Fig. 1: run 1, gate families picked out
Bar = 20 um.
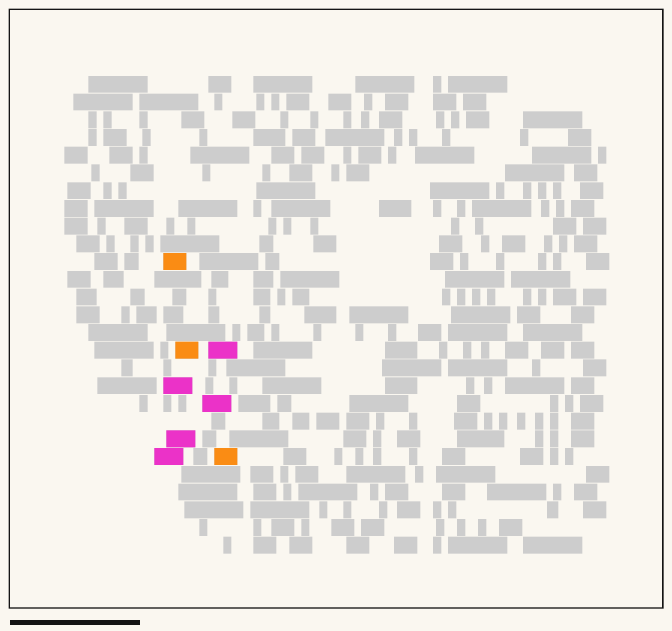
Fig. 2: run 1, sequential cells grouped by signal name
Bar = 20 um.
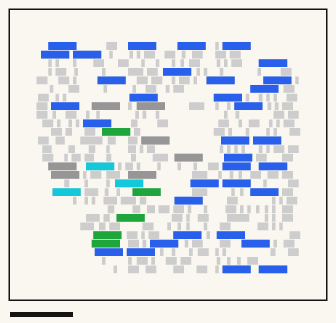
Fig. 3: run 1, track usage over the die
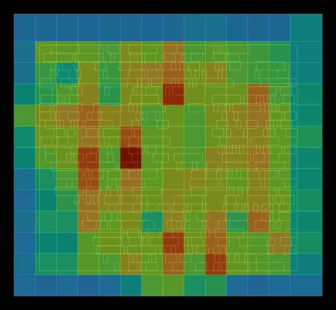
Fig. 4: run 1, cell sizes after repair
Bar = 20 um.
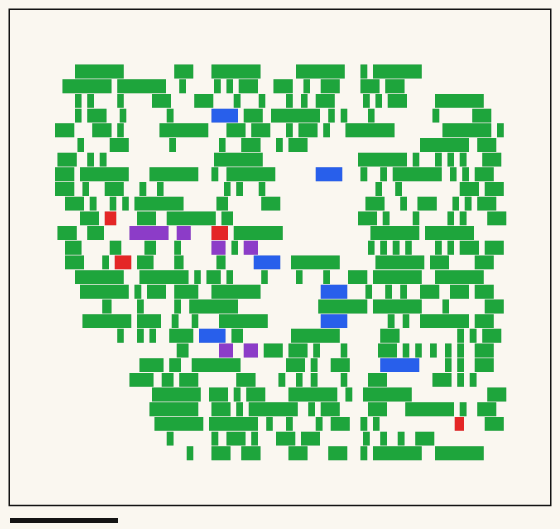
===== src/rtl/nn_pkg.sv =====
// nn_pkg: shared word-width helpers, Flopoco exception codes and loader FSM encoding
package nn_pkg;
  localparam logic [1:0] EXC_ZERO   = 2'b00;
  localparam logic [1:0] EXC_NORMAL = 2'b01;
  localparam logic [1:0] EXC_INF    = 2'b10;
  localparam logic [1:0] EXC_NAN    = 2'b11;
  localparam logic [1:0] ST_IDLE  = 2'd0;
  localparam logic [1:0] ST_LOAD  = 2'd1;
  localparam logic [1:0] ST_FLUSH = 2'd2;
  function automatic int word_w(input int bit_width, input int extra_bits);
    return bit_width + extra_bits;
  endfunction
  function automatic int clog2_min1(input int n);
    return (n <= 1) ? 1 : $clog2(n);
  endfunction
endpackage


===== src/rtl/bank_addr_counter.sv =====
// bank_addr_counter: nested addr/bank counter with clear, increment and last-word flag
// Ports: clk, rst_n (async active-low), clr, inc -> addr, bank, last
module bank_addr_counter import nn_pkg::*; #(
  parameter int BANKS = 5,
  parameter int DEPTH = 3
) (
  input  logic                          clk,
  input  logic                          rst_n,
  input  logic                          clr,
  input  logic                          inc,
  output logic [clog2_min1(DEPTH)-1:0]  addr,
  output logic [clog2_min1(BANKS)-1:0]  bank,
  output logic                          last
);
  localparam int AW = clog2_min1(DEPTH);
  localparam int BW = clog2_min1(BANKS);
  logic addr_wrap;
  assign addr_wrap = addr == AW'(DEPTH - 1);
  assign last = addr_wrap && bank == BW'(BANKS - 1);
  always_ff @(posedge clk or negedge rst_n)
    if (!rst_n) begin
      addr <= '0;
      bank <= '0;
    end else if (clr) begin
      addr <= '0;
      bank <= '0;
    end else if (inc) begin
      addr <= addr_wrap ? '0 : addr + 1'b1;
      bank <= addr_wrap ? bank + 1'b1 : bank;
    end
endmodule


===== src/rtl/weight_loader.sv =====
// weight_loader: streams weight words neuron-major into layer-1/layer-2 banks via one-hot strobes
// Ports: clk, rst_n (async active-low), start, in_data/in_valid/in_ready handshake,
//        wr_en (one-hot bank strobe), wr_addr, wr_data, busy, done (pulse), err (sticky abort)
// Option: WEIGHT_LOADER_EXC_CHECK_EN aborts the load on an inf/NaN word when EXTRA_BITS=2
module weight_loader import nn_pkg::*; #(
  parameter int BIT_WIDTH      = 32,
  parameter int EXTRA_BITS     = 2,
  parameter int LAYER1_NEURONS = 3,
  parameter int LAYER2_NEURONS = 2,
  parameter int DEPTH          = 3
) (
  input  logic                                         clk,
  input  logic                                         rst_n,
  input  logic                                         start,
  input  logic [word_w(BIT_WIDTH, EXTRA_BITS)-1:0]     in_data,
  input  logic                                         in_valid,
  output logic                                         in_ready,
  output logic [LAYER1_NEURONS+LAYER2_NEURONS-1:0]     wr_en,
  output logic [clog2_min1(DEPTH)-1:0]                 wr_addr,
  output logic [word_w(BIT_WIDTH, EXTRA_BITS)-1:0]     wr_data,
  output logic                                         busy,
  output logic                                         done,
  output logic                                         err
);
  localparam int W  = word_w(BIT_WIDTH, EXTRA_BITS);
  localparam int NB = LAYER1_NEURONS + LAYER2_NEURONS;
  localparam int AW = clog2_min1(DEPTH);
  localparam int BW = clog2_min1(NB);
  logic [1:0]    state, state_nxt;
  logic [AW-1:0] addr;
  logic [BW-1:0] bank;
  logic          last, accept, exc, wr, go;
  assign in_ready = state == ST_LOAD;
  assign busy     = state != ST_IDLE;
  assign accept   = in_ready && in_valid;
  assign go       = state == ST_IDLE && start;
`ifdef WEIGHT_LOADER_EXC_CHECK_EN
  // the top exception bit is set for both inf (10) and NaN (11)
  assign exc = EXTRA_BITS == 2 && (in_data[W-1 -: 2] == EXC_INF || in_data[W-1 -: 2] == EXC_NAN);
`else
  assign exc = 1'b0;
`endif
  assign wr = accept && !exc;
  always_comb
    state_nxt = state == ST_IDLE ? (start ? ST_LOAD : ST_IDLE) :
                state == ST_LOAD ? (!accept ? ST_LOAD : exc ? ST_IDLE : last ? ST_FLUSH : ST_LOAD) :
                ST_IDLE;
  bank_addr_counter #(.BANKS(NB), .DEPTH(DEPTH)) u_cnt (
    .clk   (clk),
    .rst_n (rst_n),
    .clr   (go),
    .inc   (wr),
    .addr  (addr),
    .bank  (bank),
    .last  (last)
  );
  always_ff @(posedge clk or negedge rst_n)
    if (!rst_n) begin
      state   <= ST_IDLE;
      wr_en   <= '0;
      wr_addr <= '0;
      wr_data <= '0;
      done    <= 1'b0;
      err     <= 1'b0;
    end else begin
      state <= state_nxt;
      wr_en <= wr ? NB'(1) << bank : '0;
      done  <= state == ST_FLUSH;
      if (wr) begin
        wr_addr <= addr;
        wr_data <= in_data;
      end
      if (go)
        err <= 1'b0;
      else if (accept && exc)
        err <= 1'b1;
    end
endmodule


===== config.mk =====
export PLATFORM = sky130hd
export DESIGN_NAME = weight_loader
export DESIGN_NICKNAME = d
export VERILOG_FILES = /design/src/rtl/nn_pkg.sv /design/src/rtl/bank_addr_counter.sv /design/src/rtl/weight_loader.sv
export SDC_FILE = /design/constraint.sdc
export NUM_CORES = 1
export LEC_CHECK = 0
export CELL_PAD_IN_SITES_DETAIL_PLACEMENT = 1
export CELL_PAD_IN_SITES_GLOBAL_PLACEMENT = 1
export CORE_ASPECT_RATIO = 0.9
export CORE_MARGIN = 8
export CORE_UTILIZATION = 31
export CTS_CLUSTER_SIZE = 30
export DETAILED_ROUTE_END_ITERATION = 10
export GPL_TIMING_DRIVEN = 1
export PLACE_DENSITY = 0.91
export SYNTH_ARGS = -nofsm -noshare
export SYNTH_HDL_FRONTEND = slang
export SYNTH_SLANG_ARGS = --single-unit

===== constraint.sdc =====
create_clock -name clk -period 2 [get_ports clk]
set_clock_uncertainty 0.2 [all_clocks]
set_input_delay 0.3 -clock clk [delete_from_list [all_inputs] [get_ports clk]]
set_output_delay 0.3 -clock clk [all_outputs]
set_load 0.02 [all_outputs]

==> metrics.yaml, run 1 <==
nNetsFinal: 333
dp_slack_ns: 0.1110
portBuffers: 81
grt_pass1_vias: 1772
ios: 83
cp_num_buf_inv: 1
endpoint_kind: "primary output"
tool_warnings: 29
leakagePower_uw: 0.001445
worstSetupPathType: "reg -> out"
rows: 27
top_cells_by_area: "dfrtp_1 (62%), nand2_1 (22%), ha_1 (3.2%)"
fin_crit_ns: 1.879
hpwl_mm: 4.298
numCtsBuffers: 5
synth_cell_types: 24
drive_gt1_share_pct: 5.862
powerDensity_nw_per_um2: 1064
reg2reg_slack_ns: 0.44
first_pass_iters: 3
status: "finished clean"
die_h_um: 91.64
period_used_pct: 93.93
maxCapViolCount: 0
rr_worst_depth: 3
synth_area_per_cell_um2: 9.613
async_flop_share_pct: 100.0
ys_top_logic_family: "simple AND/OR/NAND/NOR gates"
drc: 0
die_x_um: 100.0
drtIter0Drc: 46
ys_warn_count: 0
dpl_cell_area_um2: 2870
peakVddDrop_mv: 0.3868
clock_latency_ns: 0.29
crit_chain: "or2_2 -> dlygate4sd2_1"
logic_area_um2: 656.9
routabilityCongestion: 0.7103
initial_core_util_pct: 32.05
max_stage_delay_ns: 0.46
synth-edff-count: 0
yosys.area_share.xor_xnor_pct: 0
cts_root_buf: "clkbuf_8"
grt_max_degree: 36
max_freq_mhz: 532.3
fp_nets: 248
p_sw_uw: 1109
cts_tree: "yes"
cts.sinks: 49
cp_top_family: "flip-flops"
required_ns: 1.50
p_int_uw: 2045
simple_gate_share_pct: 27.62
slowest_stage: "dfrtp_1"
cts_buffer_depth: 2
largest_area_cell: "dfrtp_1"
crit_arrival_ns: 1.38
tns_ns: 0
antenna_left: 0
viasPerCell: 4.286
seq_power_share_pct: 43.5
mux_area_share_pct: 1.524
grt-ovfl-total: 0
fp.coreArea_um2: 6148
ys_seq_share_pct: 62.22
h-tree-depth: 2
hold_violations: 0
path_clk_slew_ns: 0.08
slew_viol_final: 0
totalWireLength_mm: 5.622
setup_viol: 0
antenna_found_initial: 0
synth_cells: 205
diodes: 0
die_area_um2: 9168
vias: 1616
ys.flop_type: "dfrtp_1"
rr_startpoint: "state[1]"
cp.depth: 2
-- Fig. 1 (at the start) --
Key: fa/ha/maj cells = magenta [cells 5, most used ha_1]; mux cells = orange [cells 3, most used mux2i_1]
non-filler instance count after layout: 377
Commonest Layout Cell: nand2_1
multi-input combinational area share: 22.16%

-- Fig. 2 (at the start) --
Key: u_cnt.bank = cyan [placed flops 3]; wr_en = green [placed flops 5]; wr_data = blue [placed flops 34]
Another 7 sequential cells are not colored.
final core utilization: 48.21%
Flop area: 1226 um^2

-- Fig. 3 (at the start) --
Total GRT Usage: 12.65%
WL/cell: 14.91 um
met2 usage: 21.04%

-- Fig. 4 (at the start) --
Key: x1 and smaller = green [cells 273, share 94%]; x6 and larger = blue [cells 7, share 2.4%]; x2 = red [cells 4, share 1.4%]; x3 and x4 = purple [cells 6, share 2.1%]
synthesis-to-layout area growth: 50.41%
Final Worst Setup Slack: 0.1215 ns
number of signal-net buffers in the layout: 88
Design Area, Final: 2964 um^2

## run 1: flip-flops by register name (all words and copies together), names as in the netlist
name,count
wr_data,34
wr_en,5
u_cnt.bank,3
state,2
u_cnt.addr,2
wr_addr,2
done,1
## run 1: cell usage in the layout, fill, tap and decap left out, types with 2 or more instances in the layout
cell,instances
buf_4,5
nor3_1,2
ha_1,5
mux2i_1,3
nor2_1,3
dfrtp_1,49
clkdlybuf4s50_1,78
and3_1,3
nor2b_1,2
dlygate4sd2_1,2
inv_1,4
clkbuf_8,6
nand2_1,113
## run 1: how the worst max path moves through the flow
stage             start            end  slack (ns)
6_report       state[0]           busy        0.12
5_1_grt        state[0]           busy        0.07
4_1_cts        state[0]           busy        0.11
3_5_place_dp   in_valid  u_cnt.bank[1]        0.11
3_3_place_gp      start  u_cnt.addr[1]        0.23
2_1_floorplan  state[0]  u_cnt.addr[1]        0.61
## run 1: per-layer routing
layer / vias up / GRT usage [%] / routed length [um]
met1: 769 / 14.70 / 2403
li1: 786 / - / -
met2: 54 / 21.04 / 2710
met3: 7 / 5.060 / 453
met5: - / 0 / 0
met4: 0 / 3.522 / 53
## run 1: metrics by stage
| stage | total power [uW] | hold WS (ns) | utilization [%] | instances |
|---|---|---|---|---|
| after floorplan | 1983 | -0.1956 | - | 205 |
| after global placement | 2549 | 0.02908 | 46.68 | 369 |
| after detailed placement | 2607 | 0.03381 | 46.68 | 369 |
| after CTS | 3207 | 0.2571 | 48.21 | 377 |
| after global routing | 3362 | 0.2914 | 48.21 | 377 |
| final | 3154 | 0.2634 | 48.21 | 377 |
## run 1: power groups by stage
stage	Combinational [uW]	Sequential [uW]	Clock, uW
after global placement	1170	1380	0
after CTS	1220	1370	613
after detailed placement	1210	1390	0
after floorplan	389	1590	0
final	1190	1370	592
after global routing	1300	1400	656
## run 1: final cells by class
class / count / share of cell area, %
flip-flops and latches: 49 / 41.37
repair buffers: 88 / 29.38
multi-input cells: 142 / 22.16
well taps: 87 / 3.672
clock buffers: 7 / 2.913
inverters: 4 / 0.5065
## run 1: cells by family (layout without fill, tap and decap cells)
| kind of cell | Yosys count | after routing |
|---|---|---|
| flip-flops | 49 | 49 |
| AND/OR/NAND/NOR | 131 | 131 |
| other | 1 | 1 |
| buffers and inverters | 14 | 99 |
| adder cells (fa/ha/maj) | 5 | 5 |
| multiplexers | 3 | 3 |
| AND-OR/OR-AND | 2 | 2 |
## run 1: timing repair
| item | 4_1_cts | 5_1_grt |
|---|---|---|
| hold endpoints to repair | 14 | 0 |
| resized | 2 | 0 |
| endpoints found under the setup margin | 2 | 0 |
| hold buffers | 1 | 0 |
==> run 2: changes to the inputs <==
SLEW_MARGIN = 20   (was not set)
Fig. 5: run 2, placement by cell class
Bar = 20 um.
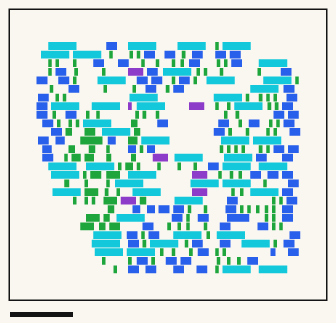
Key: remaining buffers and delay cells = blue [cells 88, share of their area 30%]; remaining logic cells = green [cells 146, share of their area 24%]; clock drivers and dummy loads = purple [cells 7, share of their area 3.0%]; registers = cyan [cells 49, share of their area 43%]
Core Rows: 27
sequential cell area share: 41.37%
core box area: 6148 um^2

Fig. 6: run 2, sequential cells grouped by signal name
Bar = 20 um.
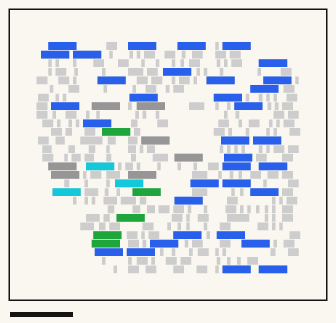
Key: wr_data = blue [placed flops 34]; wr_en = green [placed flops 5]; u_cnt.bank = cyan [placed flops 3]
Another 7 sequential cells are not colored.
seq pwr: 1370 uW

==> run 2 against run 1 <==
Compared with the run above: first-iteration DRC count unchanged; total power unchanged; non-clock buffer count unchanged; final cell count unchanged; global-route usage unchanged; maximum frequency unchanged; die size unchanged.
==> metrics.yaml, run 2 <==
grt_pass1_vias: 1772
dr_wl_met3_um: 453
powerDensity_nw_per_um2: 1064
reg2reg_slack_ns: 0.44
highest_layer: "met4"
fin_crit_ns: 1.879
rr_worst_depth: 3
viasPerCell: 4.286
cts_tree: "yes"
path_clk_slew_ns: 0.08
rr_startpoint: "state[1]"
initial_core_util_pct: 32.05
grt_max_degree: 36
worstSetupPathType: "reg -> out"
period_used_pct: 93.93
antenna_left: 0
synth_area_per_cell_um2: 9.613
yosys_cells: 205
postCtsSetupBuffers: 0
synth_cells: 205
die_area_um2: 9168
fp_nets: 248
hpwl_mm: 4.298
synth_cell_types: 24
setup_viol: 0
ys_area_um2: 1971
grt-ovfl-total: 0
layout_top_cell: "nand2_1"
clock_latency_ns: 0.29
required_ns: 1.50
track_usage_pct: 12.65
top_cell: "nand2_1"
drtIter0Drc: 46
ys_seq_share_pct: 62.22
antenna_found_initial: 0
synth-edff-count: 0
hold_violations: 0
tool_warnings: 29
cts_buffer_depth: 2
ys_warn_count: 0
largest_area_cell: "dfrtp_1"
numCtsBuffers: 5
ios: 83
max_freq_mhz: 532.3
status: "finished clean"
drive_gt1_share_pct: 5.862
vias: 1616
p_total_uw: 3154
drc: 0
first_pass_iters: 3
diodes: 0
peakVddDrop_mv: 0.3868
portBuffers: 81
die_x_um: 100.0
hold_class: "in -> async"
ys.flops: 49
rsz0062_at_grt: "no"
routabilityCongestion: 0.7103
synth_area_um2: 1971
endpoint_kind: "primary output"
totalWireLength_mm: 5.622
maxCapViolCount: 0
area.growth.synth_to_final_pct: 50.41
slew_viol_final: 0
wl_met1_mm: 2.403
wl_met2_mm: 2.710
ys.flop_type: "dfrtp_1"
cts_root_buf: "clkbuf_8"
wl_per_cell_um: 14.91
critPathMaxFanout: 7
h-tree-depth: 2
crit_arrival_ns: 1.38
nNetsFinal: 333
top_cells_by_area: "dfrtp_1 (62%), nand2_1 (22%), ha_1 (3.2%)"
async_flop_share_pct: 100.0
mostFrequentLayoutCells: "nand2_1 (113), clkdlybuf4s50_1 (78), dfrtp_1 (49)"
largest_registers: "wr_data x34, wr_en x5, u_cnt.bank x3"
synthTopCellsByCount: "nand2_1 (113), dfrtp_1 (49), buf_4 (7), ha_1 (5), inv_1 (4)"
largest_register: "wr_data"
grt_pass1_wl_mm: 9.135
die_h_um: 91.64
tns_ns: 0
leakagePower_uw: 0.001445
largest_reg_flops: 34
cts.sinks: 49
Fig. 7: run 2, track usage over the die
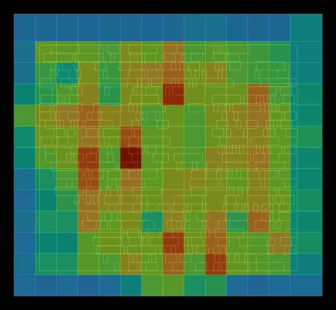
met1 Use GR: 14.70%
met3 usage: 5.060%
gr busiest metal: met2

run 2: cell counts after synthesis:
Identical to the previous run, type by type.
run 2: repair_timing:
action                     4_1_cts  5_1_grt
setup endpoints to repair        2        0
hold endpoints to repair        14        0
resized                          2        0
hold buffers                     1        0
run 2: kinds of logic (layout without fill, tap and decap cells):
logic type                 count (synthesis)  in the layout  synth area share [%]
DFF                                       49             49                 62.22
and+or+nand+nor                          131            131                 27.62
muxes                                      3              3                 1.524
other                                      1              1                0.1903
AOI/OAI and AO/OA                          2              2                0.8256
adders and majority gates                  5              5                 3.175
buffers and inverters                     14             99                 4.444
run 2: area by class of cell:
cell class | instances | area [um^2]
Clock buffer | 7 | 86.33
Fill cell | 705 | 3184
Inverter | 4 | 15.01
Multi-Input combinational cell | 142 | 656.9
Sequential cell | 49 | 1226
Tap cell | 87 | 108.9
Timing Repair Buffer | 88 | 870.8
run 2: power by group:
group	total (uW)	leakage [uW]	internal, uW	switching (uW)
clock network	592	0.0000443	275	317
logic	1190	0.000794	551	640
registers	1370	0.000607	1220	152
run 2: per-layer routing:
layer  vias up  track usage, %
met4         0           3.522
met2        54           21.04
met5         -               0
met3         7           5.060
met1       769           14.70
li1        786               -
run 2: how the worst max path moves through the flow:
stage / startpoint / end / slack, ns / depth (start not counted)
2_1_floorplan: state[0] / u_cnt.addr[1] / 0.61 / 3
3_3_place_gp: start / u_cnt.addr[1] / 0.23 / 4
3_5_place_dp: in_valid / u_cnt.bank[1] / 0.11 / 4
4_1_cts: state[0] / busy / 0.11 / 2
5_1_grt: state[0] / busy / 0.07 / 2
6_report: state[0] / busy / 0.12 / 2
run 2: metrics by stage:
stage               util (%)  hold slack, ns  std cells  setup WS, ns  instance area (um^2)
floorplan                  -         -0.1956        205        0.6055                  1971
global placement       46.68         0.02908        369        0.2275                  2870
detailed placement     46.68         0.03381        369        0.1110                  2870
CTS                    48.21          0.2571        377        0.1095                  2964
global route           48.21          0.2914        377       0.07175                  2964
finish                 48.21          0.2634        377        0.1215                  2964
run 2: critical path, cell delays in order (launching register included):
cell and delay, ns:
dfrtp_1 0.46, or2_2 0.30, dlygate4sd2_1 0.33
Power figures rest on the tool's default switching activity, not on a simulated workload.
